`src/rtl/inst_fetch_unit_if.sv`:
```
// Instruction-memory read bus between the fetch unit (master) and the memory (slave).
// The signal names keep the fetch unit's own port names so both ends read the same.
interface inst_fetch_unit_if #(
    parameter int ADDR_W = 8
) ();
    logic              imem_req_o;
    logic [ADDR_W-1:0] imem_addr_o;
    logic              imem_ack_i;
    logic [15:0]       imem_rdata_i;

    modport master (
        output imem_req_o,
        output imem_addr_o,
        input  imem_ack_i,
        input  imem_rdata_i
    );

    modport slave (
        input  imem_req_o,
        input  imem_addr_o,
        output imem_ack_i,
        output imem_rdata_i
    );
endinterface

```
`src/rtl/inst_fetch_unit.sv`:
```
// Instruction fetch stage: owns the PC, reads instruction memory over req/ack and
// hands words to decode, squashing wrong-path fetches on jump/branch redirects.
module inst_fetch_unit #(
    parameter int                ADDR_W   = 8,
    parameter logic [ADDR_W-1:0] RESET_PC = '0,
    parameter logic [15:0]       NOP      = 16'h0020
) (
    input  logic              clk_i,
    input  logic              rst_i,
    input  logic              stall_i,
    input  logic              jump_i,
    input  logic [ADDR_W-1:0] jump_target_i,
    input  logic              branch_i,
    input  logic [7:0]        displacement_i,
    inst_fetch_unit_if.master imem,
    output logic [15:0]       inst_o,
    output logic              inst_valid_o,
    output logic [ADDR_W-1:0] inst_pc_o
);

    typedef enum logic [1:0] {
        IDLE,
        FETCH,
        DROP,
        HOLD
    } state_t;

    state_t            r_state;
    logic              r_req;
    logic [ADDR_W-1:0] r_pc;
    logic [ADDR_W-1:0] r_idPc;
    logic [ADDR_W-1:0] r_tgt;
    logic [15:0]       r_buf;
    logic [ADDR_W-1:0] r_bufPc;
    logic [15:0]       r_inst;
    logic              r_instValid;
    logic [ADDR_W-1:0] r_instPc;

    logic              w_redirect;
    logic              w_ack;
    logic [ADDR_W-1:0] w_dispExt;
    logic [ADDR_W-1:0] w_target;

    // Branches are relative to the instruction currently sitting in decode.
    assign w_redirect = jump_i | branch_i;
    assign w_dispExt  = ADDR_W'($signed(displacement_i));
    assign w_target   = jump_i ? jump_target_i : (r_idPc + w_dispExt);
    assign w_ack      = imem.imem_ack_i & r_req;

    assign imem.imem_req_o  = r_req;
    assign imem.imem_addr_o = r_pc;
    assign inst_o           = r_inst;
    assign inst_valid_o     = r_instValid;
    assign inst_pc_o        = r_instPc;

    always_ff @(posedge clk_i) begin
        if (rst_i) begin
            r_state     <= IDLE;
            r_req       <= 1'b0;
            r_pc        <= RESET_PC;
            r_idPc      <= '0;
            r_tgt       <= '0;
            r_buf       <= NOP;
            r_bufPc     <= '0;
            r_inst      <= NOP;
            r_instValid <= 1'b0;
            r_instPc    <= '0;
        end else begin
            if (!stall_i && !w_redirect) begin
                r_idPc <= r_instPc;
            end
            // A redirect always kills whatever decode would have seen next.
            if (w_redirect) begin
                r_inst      <= NOP;
                r_instValid <= 1'b0;
            end

            case (r_state)
                IDLE: begin
                    r_req   <= 1'b1;
                    r_pc    <= w_redirect ? w_target : r_pc;
                    r_state <= FETCH;
                end

                FETCH: begin
                    if (w_redirect) begin
                        if (w_ack) begin
                            r_pc <= w_target;
                        end else begin
                            r_tgt   <= w_target;
                            r_state <= DROP;
                        end
                    end else if (w_ack && !stall_i) begin
                        r_inst      <= imem.imem_rdata_i;
                        r_instValid <= 1'b1;
                        r_instPc    <= r_pc;
                        r_pc        <= r_pc + 1'b1;
                    end else if (w_ack) begin
                        r_buf   <= imem.imem_rdata_i;
                        r_bufPc <= r_pc;
                        r_req   <= 1'b0;
                        r_state <= HOLD;
                    end else if (!stall_i) begin
                        r_inst      <= NOP;
                        r_instValid <= 1'b0;
                    end
                end

                // The outstanding read is wrong-path; wait it out, then go to the target.
                DROP: begin
                    if (!stall_i && !w_redirect) begin
                        r_inst      <= NOP;
                        r_instValid <= 1'b0;
                    end
                    if (w_ack) begin
                        r_pc    <= w_redirect ? w_target : r_tgt;
                        r_state <= FETCH;
                    end else if (w_redirect) begin
                        r_tgt <= w_target;
                    end
                end

                HOLD: begin
                    if (w_redirect) begin
                        r_req   <= 1'b1;
                        r_pc    <= w_target;
                        r_state <= FETCH;
                    end else if (!stall_i) begin
                        r_inst      <= r_buf;
                        r_instValid <= 1'b1;
                        r_instPc    <= r_bufPc;
                        r_req       <= 1'b1;
                        r_pc        <= r_bufPc + 1'b1;
                        r_state     <= FETCH;
                    end
                end

                default: begin
                    r_state <= IDLE;
                end
            endcase
        end
    end

endmodule

```
`src/flat_wrapper.sv`:
```
// flat-port wrapper written by rule: the top's interface ports become plain ports
module inst_fetch_unit_flat 
#(
    parameter int                ADDR_W   = 8,
    parameter logic [ADDR_W-1:0] RESET_PC = '0,
    parameter logic [15:0]       NOP      = 16'h0020
)
  (clk_i, rst_i, stall_i, jump_i, jump_target_i, branch_i, displacement_i, inst_o, inst_valid_o, inst_pc_o, imem_imem_req_o, imem_imem_addr_o, imem_imem_ack_i, imem_imem_rdata_i);
  inst_fetch_unit_if #(.ADDR_W(ADDR_W)) imem_i ();
  input  logic clk_i;
  input  logic rst_i;
  input  logic stall_i;
  input  logic jump_i;
  input  logic [ADDR_W-1:0] jump_target_i;
  input  logic branch_i;
  input  logic [7:0] displacement_i;
  output logic [15:0] inst_o;
  output logic inst_valid_o;
  output logic [ADDR_W-1:0] inst_pc_o;
  output wire logic [$bits(imem_i.imem_req_o)-1:0] imem_imem_req_o;
  output wire logic [$bits(imem_i.imem_addr_o)-1:0] imem_imem_addr_o;
  input wire logic [$bits(imem_i.imem_ack_i)-1:0] imem_imem_ack_i;
  input wire logic [$bits(imem_i.imem_rdata_i)-1:0] imem_imem_rdata_i;
  assign imem_imem_req_o = imem_i.imem_req_o;
  assign imem_imem_addr_o = imem_i.imem_addr_o;
  assign imem_i.imem_ack_i = imem_imem_ack_i;
  assign imem_i.imem_rdata_i = imem_imem_rdata_i;
  inst_fetch_unit #(.ADDR_W(ADDR_W), .RESET_PC(RESET_PC), .NOP(NOP)) u_core (.clk_i(clk_i), .rst_i(rst_i), .stall_i(stall_i), .jump_i(jump_i), .jump_target_i(jump_target_i), .branch_i(branch_i), .displacement_i(displacement_i), .imem(imem_i), .inst_o(inst_o), .inst_valid_o(inst_valid_o), .inst_pc_o(inst_pc_o));
endmodule
```
`config.mk`:
```
export PLATFORM = sky130hd
export DESIGN_NAME = inst_fetch_unit_flat
export DESIGN_NICKNAME = d
export VERILOG_FILES = /design/src/rtl/inst_fetch_unit_if.sv /design/src/rtl/inst_fetch_unit.sv /design/src/flat_wrapper.sv
export SDC_FILE = /design/constraint.sdc
export NUM_CORES = 1
export LEC_CHECK = 0
export ABC_AREA = 1
export CAP_MARGIN = 20
export CORE_ASPECT_RATIO = 1.4
export CORE_MARGIN = 4
export CORE_UTILIZATION = 40
export CTS_CLUSTER_DIAMETER = 80
export DETAILED_ROUTE_END_ITERATION = 16
export HOLD_SLACK_MARGIN = 0.08
export PLACE_DENSITY = 0.62
export SLEW_MARGIN = 20
export SYNTH_ARGS = -nofsm -noshare
export SYNTH_HDL_FRONTEND = slang
export SYNTH_SLANG_ARGS = --single-unit
```
`constraint.sdc`:
```
create_clock -name clk_i -period 4.74 [get_ports clk_i]
set_input_delay 1.185 -clock clk_i [delete_from_list [all_inputs] [get_ports clk_i]]
set_output_delay 1.185 -clock clk_i [all_outputs]
set_load 0.03 [all_outputs]
```
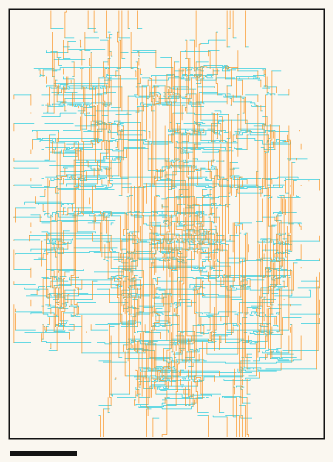
(images/metal_stack.png)
The bar under the picture is 20 microns long. Only two layers are drawn.
[orange] met2 | wire length: 5,860 microns
[cyan] met1 | wire length: 4,800 microns
DR WL/cell: 14.4 microns
Vias: 4,177
GRT Total Usage: 19.8%

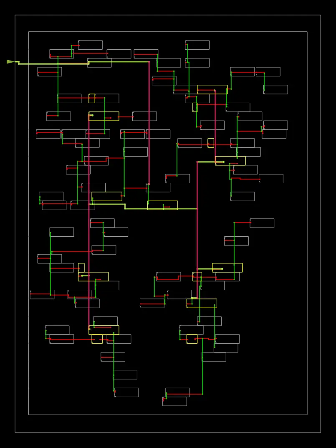
(images/final_clocks.png)
clock skew: 0.00854 ns
clock sink count: 76
clkbuf count: 10
Clock group: 620 uW

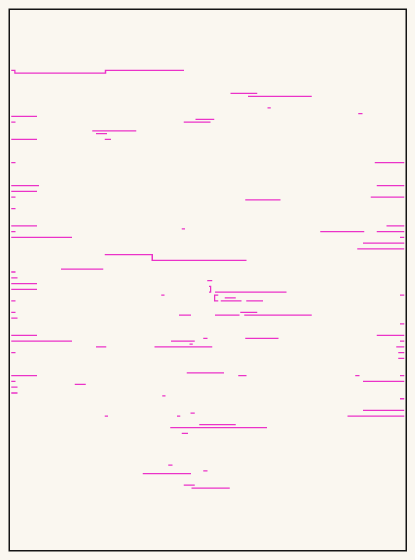
(images/met3.png)
main direction: horizontal
longest straight run: 22.5 microns
wire length on this layer: 498 microns
nets with wire on the layer: 76
drt total wl: 11,500 microns
met3 Use GR: 2.71%

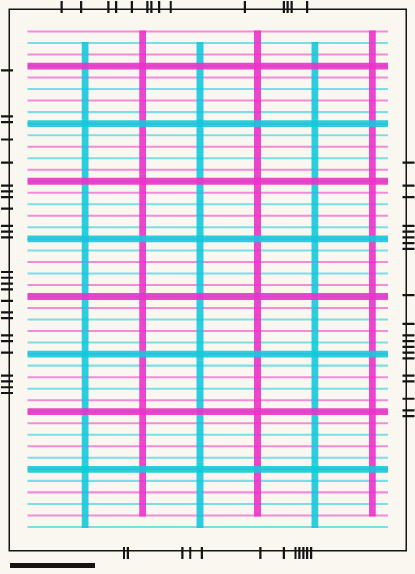
(images/pdn.png)
The bar under the picture is 20 microns long. Pins as bars on the die edge.
[cyan] VSS
[magenta] VDD
signal pins: 72
met1 rails: 44
met5 straps: 8
met4 straps: 6
rows: 43
Die W: 93.3 microns
core box area: 0.00995 sq mm

==> results_slide.txt <==
Synthesis and Place & Route Summary

STA
  • Period Utilization, post-route: 74.2%
  • Fin. Hold Viols: 0
  • Final WS setup: 1.22 ns
  • Final slew viol count: 0
  • Achievable Freq: 0.284 GHz
  • Tmin final: 3.52 ns
  • Hold WS: 0.484 ns
  • Worst slew margin: 32.3%
  • Final setup vio count: 0

Clock network
  • Htree depth: 3
  • Worst skew pair latency: 0.34 ns
  • CTS root buffer: clkbuf_16
  • CTS Buf Count: 9
  • Postcts setup bufs: 0
  • Post_cts resized: 0

GRT
  • M2 GR Usage: 34.3%
  • Initial antenna violation count: 0
  • Met1 layer usage reported by global route: 23.6%
  • Gr busiest metal: met2
  • First-pass GRT wire length: 18,700 microns
  • Vias in the first global route: 3,772
  • Largest net degree at the start of global routing: 69

Power and ir drop
  • Net Sw Frac: 31.5%
  • Comb group: 352 uW
  • Total Power: 1.70 mW
  • Logic pwr share: 20.7%
  • Sequential power: 725 uW
  • Pleak: 2.20 nW
  • Pwr/cell area: 331 mW/mm^2
  • Internal power: 1.16 mW
  • Worst VDD drop: 191 uV

Die
  • Fp util: 41.0%
  • Num tapcells: 135
  • Ports: 72

Setup path
  • Worst path depth: 9
  • CP endpoint kind: flip-flop
  • Reg2reg setup slack: 2.38 ns
  • Worst r2r dst: u_core.r_buf[4]$_SDFFE_PP0P_
  • Crit path max-delay family: simple AND/OR/NAND/NOR gates
  • Setup CP Type: input port to flip-flop
  • Crit-path cells: clkdlybuf4s50_1 > nor2_8 > inv_2 > nor2_2 > nand2_1 > nand3_2 > inv_2 > o211ai_1 > a21oi_1
  • Crit-path max cell delay: 0.61 ns
  • Most frequent CP cell: inv_2
  • Worst EP required: 4.95 ns
  • CP arrival: 3.73 ns
  • Worst Setup SP: jump_i
  • Slowest CP cell: clkdlybuf4s50_1

Logic synthesis
  • Yosys simple share: 24.9%
  • MUX area fraction: 0%
  • Synth top cell by count: nand2_1
  • Area leader, netlist: dfxtp_1
  • Synth Area per Inst: 6.76 sq um
  • Biggest area cells: dfxtp_1 (37%), nand2_1 (11%), inv_1 (7.3%)
  • Dominant cell area share: 37.3%
  • Post-synth top cells: nand2_1 (121), inv_1 (79), dfxtp_1 (76), o21ai_0 (59), nor2_1 (52)
  • Post-synth cell types: 35
  • Ys flop type: dfxtp_1
  • Async set-reset flop share out of synthesis: 0%
  • Ao+oa area frac: 23.1%
  • Synth Register Bits: 76
  • Count of library flops with an enable pin: 0

Placed design
  • Area after DPL: 0.00486 sq mm
  • Placed insts: 785
  • DP HPWL: 8560 microns
  • RePlAce Congestion: 0.916

Layout
  • Clock buf/inv share: 5.25%
  • # fillers: 969
  • Fin cells: 801
  • Nets: 709
  • Sequential cell area: 0.00152 sq mm
  • Non-CTS buffers: 72
  • Final Instance Area: 0.00513 sq mm
  • Combinational Area: 0.00210 sq mm
  • Max-area cell class: combinational gates
  • Flop count: 76
  • Layout cell share with drive strength beyond 1: 6.16%
  • Inverters: 92
  • Final core utilization: 51.5%
  • Multi-input gates: 410

Min path
  • Worst Hold Class: flip-flop to flip-flop
  • Hold Path End: u_core.r_buf[0]$_SDFFE_PP0P_

Routing
  • Vias per cell: 5.21
  • Met2 wire length: 5860 microns
  • DR top layer: met4
  • Met1 WL: 4800 microns
  • DRC: 0
  • First-pass iteration count of the detailed router: 5
  • Detail Route met3 WL: 498 microns

Run
  • Warning total across the stage logs: 26
  • Total of max-cap violations: 0

Status
  • Outcome: finished, final reports clean
Power is estimated from default activity; no workload was simulated.
